--- src/rtl/avg_sample_feeder.sv ---
// avg_sample_feeder
// Buffers samples in a small circular FIFO and, on request, streams the
// buffered burst to a downstream averager one sample per cycle. A FLUSH cycle
// with ADD low and a DONE pulse follows each burst so that the receiver can
// close a partial burst.
//
// Ports:
//   CLK      - single clock, rising edge
//   RST      - asynchronous active-high reset
//   WR_EN    - load strobe for WR_DATA
//   WR_DATA  - sample to buffer
//   START    - request to transmit the buffered burst
//   NUM      - registered sample presented to the averager
//   ADD      - registered sample-valid strobe
//   BUSY     - burst in progress
//   DONE     - one-cycle pulse at burst end
//   FULL     - buffer holds DEPTH entries
//   EMPTY    - buffer holds no entries
//   COUNT    - entries held
//   OVF      - sticky: a write was dropped because the buffer was full
module avg_sample_feeder #(
    parameter int unsigned W     = 4,
    parameter int unsigned DEPTH = 8
) (
    input  logic                         CLK,
    input  logic                         RST,
    input  logic                         WR_EN,
    input  logic [W-1:0]                 WR_DATA,
    input  logic                         START,
    output logic [W-1:0]                 NUM,
    output logic                         ADD,
    output logic                         BUSY,
    output logic                         DONE,
    output logic                         FULL,
    output logic                         EMPTY,
    output logic [$clog2(DEPTH+1)-1:0]   COUNT,
    output logic                         OVF
);

    localparam int unsigned PW = (DEPTH > 1) ? $clog2(DEPTH) : 1;
    localparam int unsigned CW = $clog2(DEPTH + 1);
    localparam logic [CW-1:0] DepthC = CW'(DEPTH);
    localparam logic [PW-1:0] LastPtr = PW'(DEPTH - 1);

    typedef enum logic [1:0] {StIdle, StSend, StFlush} state_t;

    state_t          state_q, state_d;
    logic [PW-1:0]   wr_ptr_q, wr_ptr_d;
    logic [PW-1:0]   rd_ptr_q, rd_ptr_d;
    logic [CW-1:0]   count_q, count_d;
    logic [CW-1:0]   rem_q, rem_d;     // pops still owed in the current burst
    logic [W-1:0]    num_q;
    logic            add_q, busy_q, done_q, full_q, empty_q, ovf_q;
    logic [W-1:0]    mem [DEPTH];

    logic            full_c;
    logic            pop;
    logic            wr;
    logic            drop;

    assign full_c = (count_q == DepthC);
    assign pop    = (state_q == StSend) && (rem_q != '0);
    // A simultaneous pop frees a slot, so a write at FULL is accepted then.
    assign wr     = WR_EN && (!full_c || pop);
    assign drop   = WR_EN && full_c && !pop;

    always_comb begin
        state_d  = state_q;
        rem_d    = rem_q;
        wr_ptr_d = wr_ptr_q;
        rd_ptr_d = rd_ptr_q;
        count_d  = count_q;

        unique case (state_q)
            StIdle: begin
                if (START && (count_q != '0)) begin
                    state_d = StSend;
                    rem_d   = count_q;   // burst length fixed here; later writes wait
                end
            end
            StSend: begin
                if (rem_q == '0) begin
                    state_d = StFlush;
                end else begin
                    rem_d = rem_q - 1'b1;
                end
            end
            StFlush: begin
                state_d = StIdle;
            end
            default: begin
                state_d = StIdle;
            end
        endcase

        if (wr) begin
            wr_ptr_d = (wr_ptr_q == LastPtr) ? '0 : wr_ptr_q + 1'b1;
        end
        if (pop) begin
            rd_ptr_d = (rd_ptr_q == LastPtr) ? '0 : rd_ptr_q + 1'b1;
        end

        case ({wr, pop})
            2'b10:   count_d = count_q + 1'b1;
            2'b01:   count_d = count_q - 1'b1;
            default: count_d = count_q;
        endcase
    end

    // Storage is not reset; only pointers and occupancy define its contents.
    always_ff @(posedge CLK) begin
        if (wr) begin
            mem[wr_ptr_q] <= WR_DATA;
        end
    end

    always_ff @(posedge CLK or posedge RST) begin
        if (RST) begin
            state_q  <= StIdle;
            wr_ptr_q <= '0;
            rd_ptr_q <= '0;
            count_q  <= '0;
            rem_q    <= '0;
            num_q    <= '0;
            add_q    <= 1'b0;
            busy_q   <= 1'b0;
            done_q   <= 1'b0;
            full_q   <= 1'b0;
            empty_q  <= 1'b1;
            ovf_q    <= 1'b0;
        end else begin
            state_q  <= state_d;
            wr_ptr_q <= wr_ptr_d;
            rd_ptr_q <= rd_ptr_d;
            count_q  <= count_d;
            rem_q    <= rem_d;
            if (pop) begin
                num_q <= mem[rd_ptr_q];
            end
            add_q    <= pop;
            // BUSY rises one edge after the START edge and falls on the FLUSH exit.
            busy_q   <= (state_q != StIdle) && (state_d != StIdle);
            done_q   <= (state_q == StSend) && (rem_q == '0);
            full_q   <= (count_d == DepthC);
            empty_q  <= (count_d == '0);
            ovf_q    <= ovf_q | drop;
        end
    end

    assign NUM   = num_q;
    assign ADD   = add_q;
    assign BUSY  = busy_q;
    assign DONE  = done_q;
    assign FULL  = full_q;
    assign EMPTY = empty_q;
    assign COUNT = count_q;
    assign OVF   = ovf_q;

endmodule

--- config.mk ---
export PLATFORM = sky130hd
export DESIGN_NAME = avg_sample_feeder
export DESIGN_NICKNAME = d
export VERILOG_FILES = /design/src/rtl/avg_sample_feeder.sv
export SDC_FILE = /design/constraint.sdc
export NUM_CORES = 1
export LEC_CHECK = 0
export ABC_CLOCK_PERIOD_IN_PS = 2500
export CORE_UTILIZATION = 56
export DETAILED_ROUTE_END_ITERATION = 10
export GPL_TIMING_DRIVEN = 0
export PLACE_DENSITY_LB_ADDON = 0.25
export SLEW_MARGIN = 25
export SYNTH_ARGS = -nofsm -noshare
export SYNTH_HDL_FRONTEND = slang
export SYNTH_SLANG_ARGS = --single-unit
export TNS_END_PERCENT = 1
--- constraint.sdc ---
create_clock -name CLK -period 2.5 [get_ports CLK]
set_input_delay 0.375 -clock CLK [delete_from_list [all_inputs] [get_ports CLK]]
set_output_delay 0.375 -clock CLK [all_outputs]
set_load 0.05 [all_outputs]
### Power grid

The bar under the picture is 20 microns long. Pins as bars on the die edge.
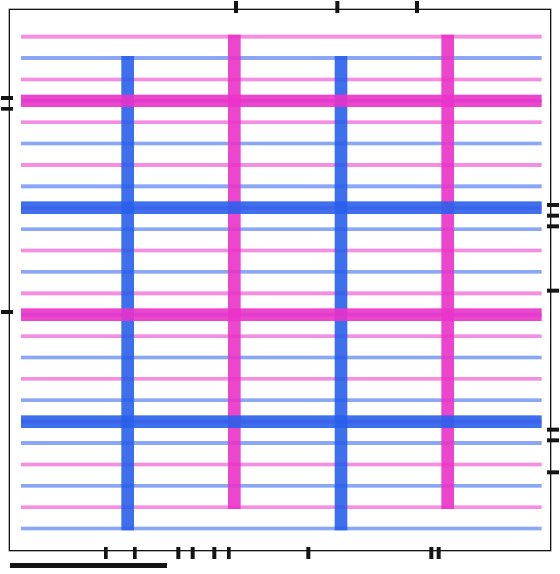
Key: magenta = VDD; blue = VSS
4 straps on met5. The core has 23 rows. 4 straps on met4. 22 signal pins sit on the boundary.
vertical extent of the die: 68.7 microns
worst IR drop on VDD: 1.04 mV
Core Footprint: 4140 sq um
die extent in x: 68.7 microns

### Placed cells, one color a class

The bar under the picture is 20 microns long.
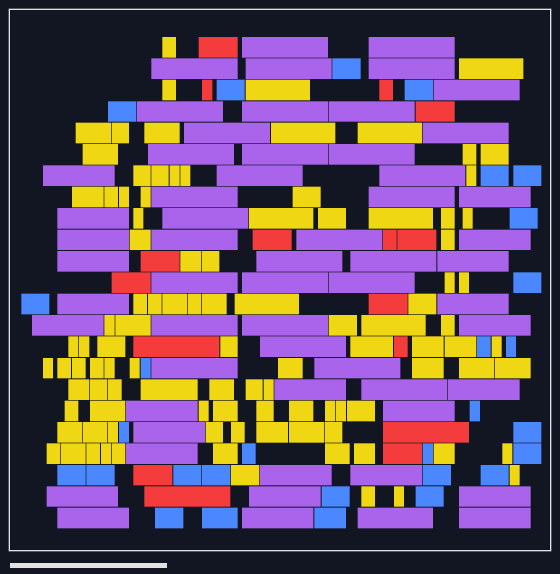
Key: red = clock drivers and dummy loads [cells 16]; yellow = combinational and other logic [cells 102]; blue = remaining buffers and delay cells [cells 29]; purple = sequential cells [cells 58]

### Clock network drawn from the DEF

The bar under the picture is 20 microns long.
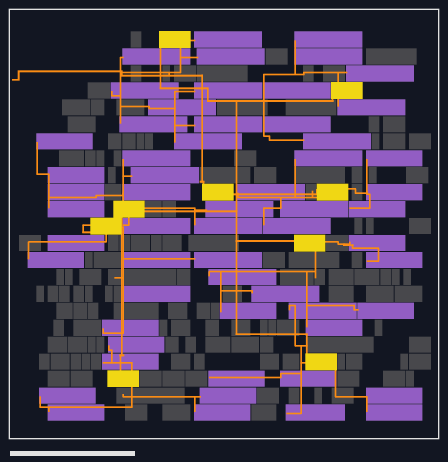
Key: orange = clock wires [length 655 microns]; yellow = clock drivers [count 9]; purple = flip-flops [count 58]
There are 10 routed clock nets. Position of the flops: spread over the die.

### Signal wires by layer

Two of the layers only.
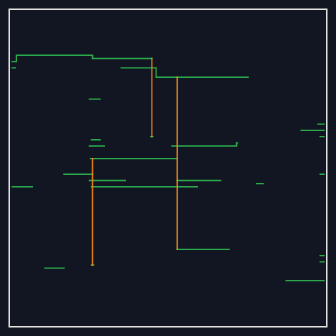
Key: green = metal 3 [wire length 190 microns]; orange = metal 4 [wire length 77.5 microns]

==> reports/results.txt <==
Met2 Wirelength -> 2320 microns
Multiplexer area fraction after synthesis -> 11.9%
Uppermost routed layer -> met4
Number of core rows -> 23
RSZ-0062 raised after global routing -> false
Post-layout instance count excluding filler cells -> 255
Half-perimeter wire length of the detailed placement result -> 3160 microns
Met1 WL -> 1950 microns
Vias after detailed routing -> 1484
Per-instance average area after synthesis -> 14.8 sq um
Violation count after the first detailed-routing iteration -> 137
Met1 track utilization from global routing -> 27.4%
Flip-flops with a built-in enable -> 32
Pin count of the biggest net entering global routing -> 27
Grt total ovfl -> 0
Main logic family after synthesis -> multiplexers
FF+latch count, synth -> 58
Chip area -> 4710 sq um
Post-cts hold buffer count -> 0
CLK BUF -> 10
Outcome -> complete, no violations
Worst-case headroom to the max-slew limit -> 51.2%
Peak clock frequency supported by timing -> 431 MHz
Path category of the worst min-delay check -> in -> async
Count of instances resized after the clock tree is built -> 0
Post-synthesis instance area -> 2490 sq um
CP max-delay cell -> sky130_fd_sc_hd__nor3b_2
XOR/XNOR Area Share -> 1.41%
Number of instances in the synthesized netlist -> 168
Register with the highest flop count -> mem
Top fanout value on the critical path -> 4
Critical register-to-register path endpoint -> FULL$_DFF_PP0_
Number of nets at floorplan -> 182
TritonCTS clock tree -> yes
Final Routed Wirelength -> 4540 microns
Count of final setup violators -> 0
Standby leakage power -> 1.17 nW
Startpoint of the worst setup timing path -> rem_q[0]$_DFFE_PP0P_
Register fraction of the total cell area -> 53.7%
Number of iterations in the first detailed-routing pass -> 4
Sum of negative setup slack -> 0 ns
DRC violation count after routing -> 0
Cell Area, Placed -> 2760 sq um
Arrival time at the worst endpoint -> 2.54 ns
Residual antenna-violating net count after detailed routing -> 0
Number of flip-flops under the largest register name -> 32
Commonest flop -> sky130_fd_sc_hd__edfxtp_1
Number of nets at the end of the flow -> 214
Fin crit share -> 92.9%
Average routed wire per standard cell -> 17.8 microns
Critical path's most frequent cell -> sky130_fd_sc_hd__ha_1
Number of vias per cell -> 5.82
# clock sinks -> 58
Simple-gate share of the synthesized area -> 10.4%
R2R Setup Slk -> 0.18 ns
Max-area cell class -> sequential cells
Final Total Pwr -> 4.45 mW
Count of instantiated cells in the yosys netlist -> 168
Number of buffers outside the clock class in the layout -> 29
Count of different cell masters after synthesis -> 40
Worst Tran Pin Value -> 0.727 ns
Startpoint Class -> flop
Post-synth top area cell -> sky130_fd_sc_hd__edfxtp_1
Total area of sequential cells -> 1610 sq um
Category of the critical setup timing path -> reg -> reg
Antenna fix cells -> 0
Filler cells -> 263
Most crowded layer after global routing -> met2
Delay of the slowest critical-path stage -> 0.47 ns
Seq Cell Count -> 58
Multi-input gate share of the layout cell area -> 27.3%
Power per unit of standard cell area -> 1480 nW/um^2
Number of endpoints with negative hold slack in the final report -> 0
Inserted tap cell count -> 50
Worst Setup Slack post-DPL -> -0.254 ns
Minimum clock period after layout -> 2.32 ns
Antenna violations before repair -> 0
Most frequent cell after synthesis -> sky130_fd_sc_hd__edfxtp_1
Clock edge transition at the registers on the reported setup and hold paths -> 0.07 ns
Nature of the critical path endpoint -> flop
End-of-flow core utilization -> 72.5%
GR Util met2 -> 38.6%
Chip area in the Yosys report -> 2490 sq um
Area share, top type -> 38.6%
Fin. max-slew vios -> 0
Fraction of the yosys area taken by sequential cells -> 64.8%
First-pass GRT wire length -> 7250 microns
Global routing usage on met3 -> 6.91%
Area overhead of the layout relative to synthesis -> 20.7%
Share of async-settable or async-resettable flops after synthesis -> 44.8%
Total instance count after detailed placement -> 239
Post-layout worst setup margin -> 0.178 ns
Starting density of the core -> 60.1%
Worst setup path endpoint -> FULL$_DFF_PP0_
Worst hold slack -> 0.388 ns
Setup skew after layout -> 0.00727 ns
CTS buffer count -> 9
Number of global-route vias before repair -> 1491
Count of warning messages emitted by the tools -> 26
Adder and majority cell fraction of the synthesized area -> 3.02%
Required time of the worst setup path -> 2.71 ns
Final non-clock buffer share -> 8.42%
critical path, delay by kind of cell (launching register included):
| kind | cells | cell delay, ns |
|---|---|---|
| buffers and inverters | 1 | 0.07 |
| xor gates and xnor gates | 2 | 0.41 |
| adders and majority gates | 2 | 0.39 |
| DFF | 1 | 0.40 |
| and+or+nand+nor | 4 | 0.79 |
| AOI/OAI and AO/OA | 1 | 0.16 |
power by group:
part / switching, mW / internal [mW] / total [mW]
clock: 0.355 / 0.656 / 1.01
sequential: 0.211 / 1.30 / 1.51
combinational: 1.12 / 0.803 / 1.92
total: 1.69 / 2.76 / 4.45
placed cells by master (no fill, tap or decap), types with 2 or more instances in the layout:
master and n:
sky130_fd_sc_hd__edfxtp_1 32, sky130_fd_sc_hd__dfrtp_1 25, sky130_fd_sc_hd__clkdlybuf4s50_1 20, sky130_fd_sc_hd__nor2_1 13
sky130_fd_sc_hd__nor3_1 10, sky130_fd_sc_hd__clkbuf_8 9, sky130_fd_sc_hd__mux4_2 8, sky130_fd_sc_hd__nand2b_1 6
sky130_fd_sc_hd__nand2_1 6, sky130_fd_sc_hd__mux2i_1 6, sky130_fd_sc_hd__ha_1 6, sky130_fd_sc_hd__mux2_2 5
sky130_fd_sc_hd__o21ai_0 5, sky130_fd_sc_hd__inv_1 5, sky130_fd_sc_hd__clkbuf_1 4, sky130_fd_sc_hd__a21oi_1 4
sky130_fd_sc_hd__a22o_1 3, sky130_fd_sc_hd__bufinv_16 3, sky130_fd_sc_hd__clkinv_2 3, sky130_fd_sc_hd__buf_2 2
sky130_fd_sc_hd__buf_1 2, sky130_fd_sc_hd__xnor2_1 2, sky130_fd_sc_hd__xor2_1 2, sky130_fd_sc_hd__o211ai_1 2
Power is estimated from default activity; no workload was simulated.
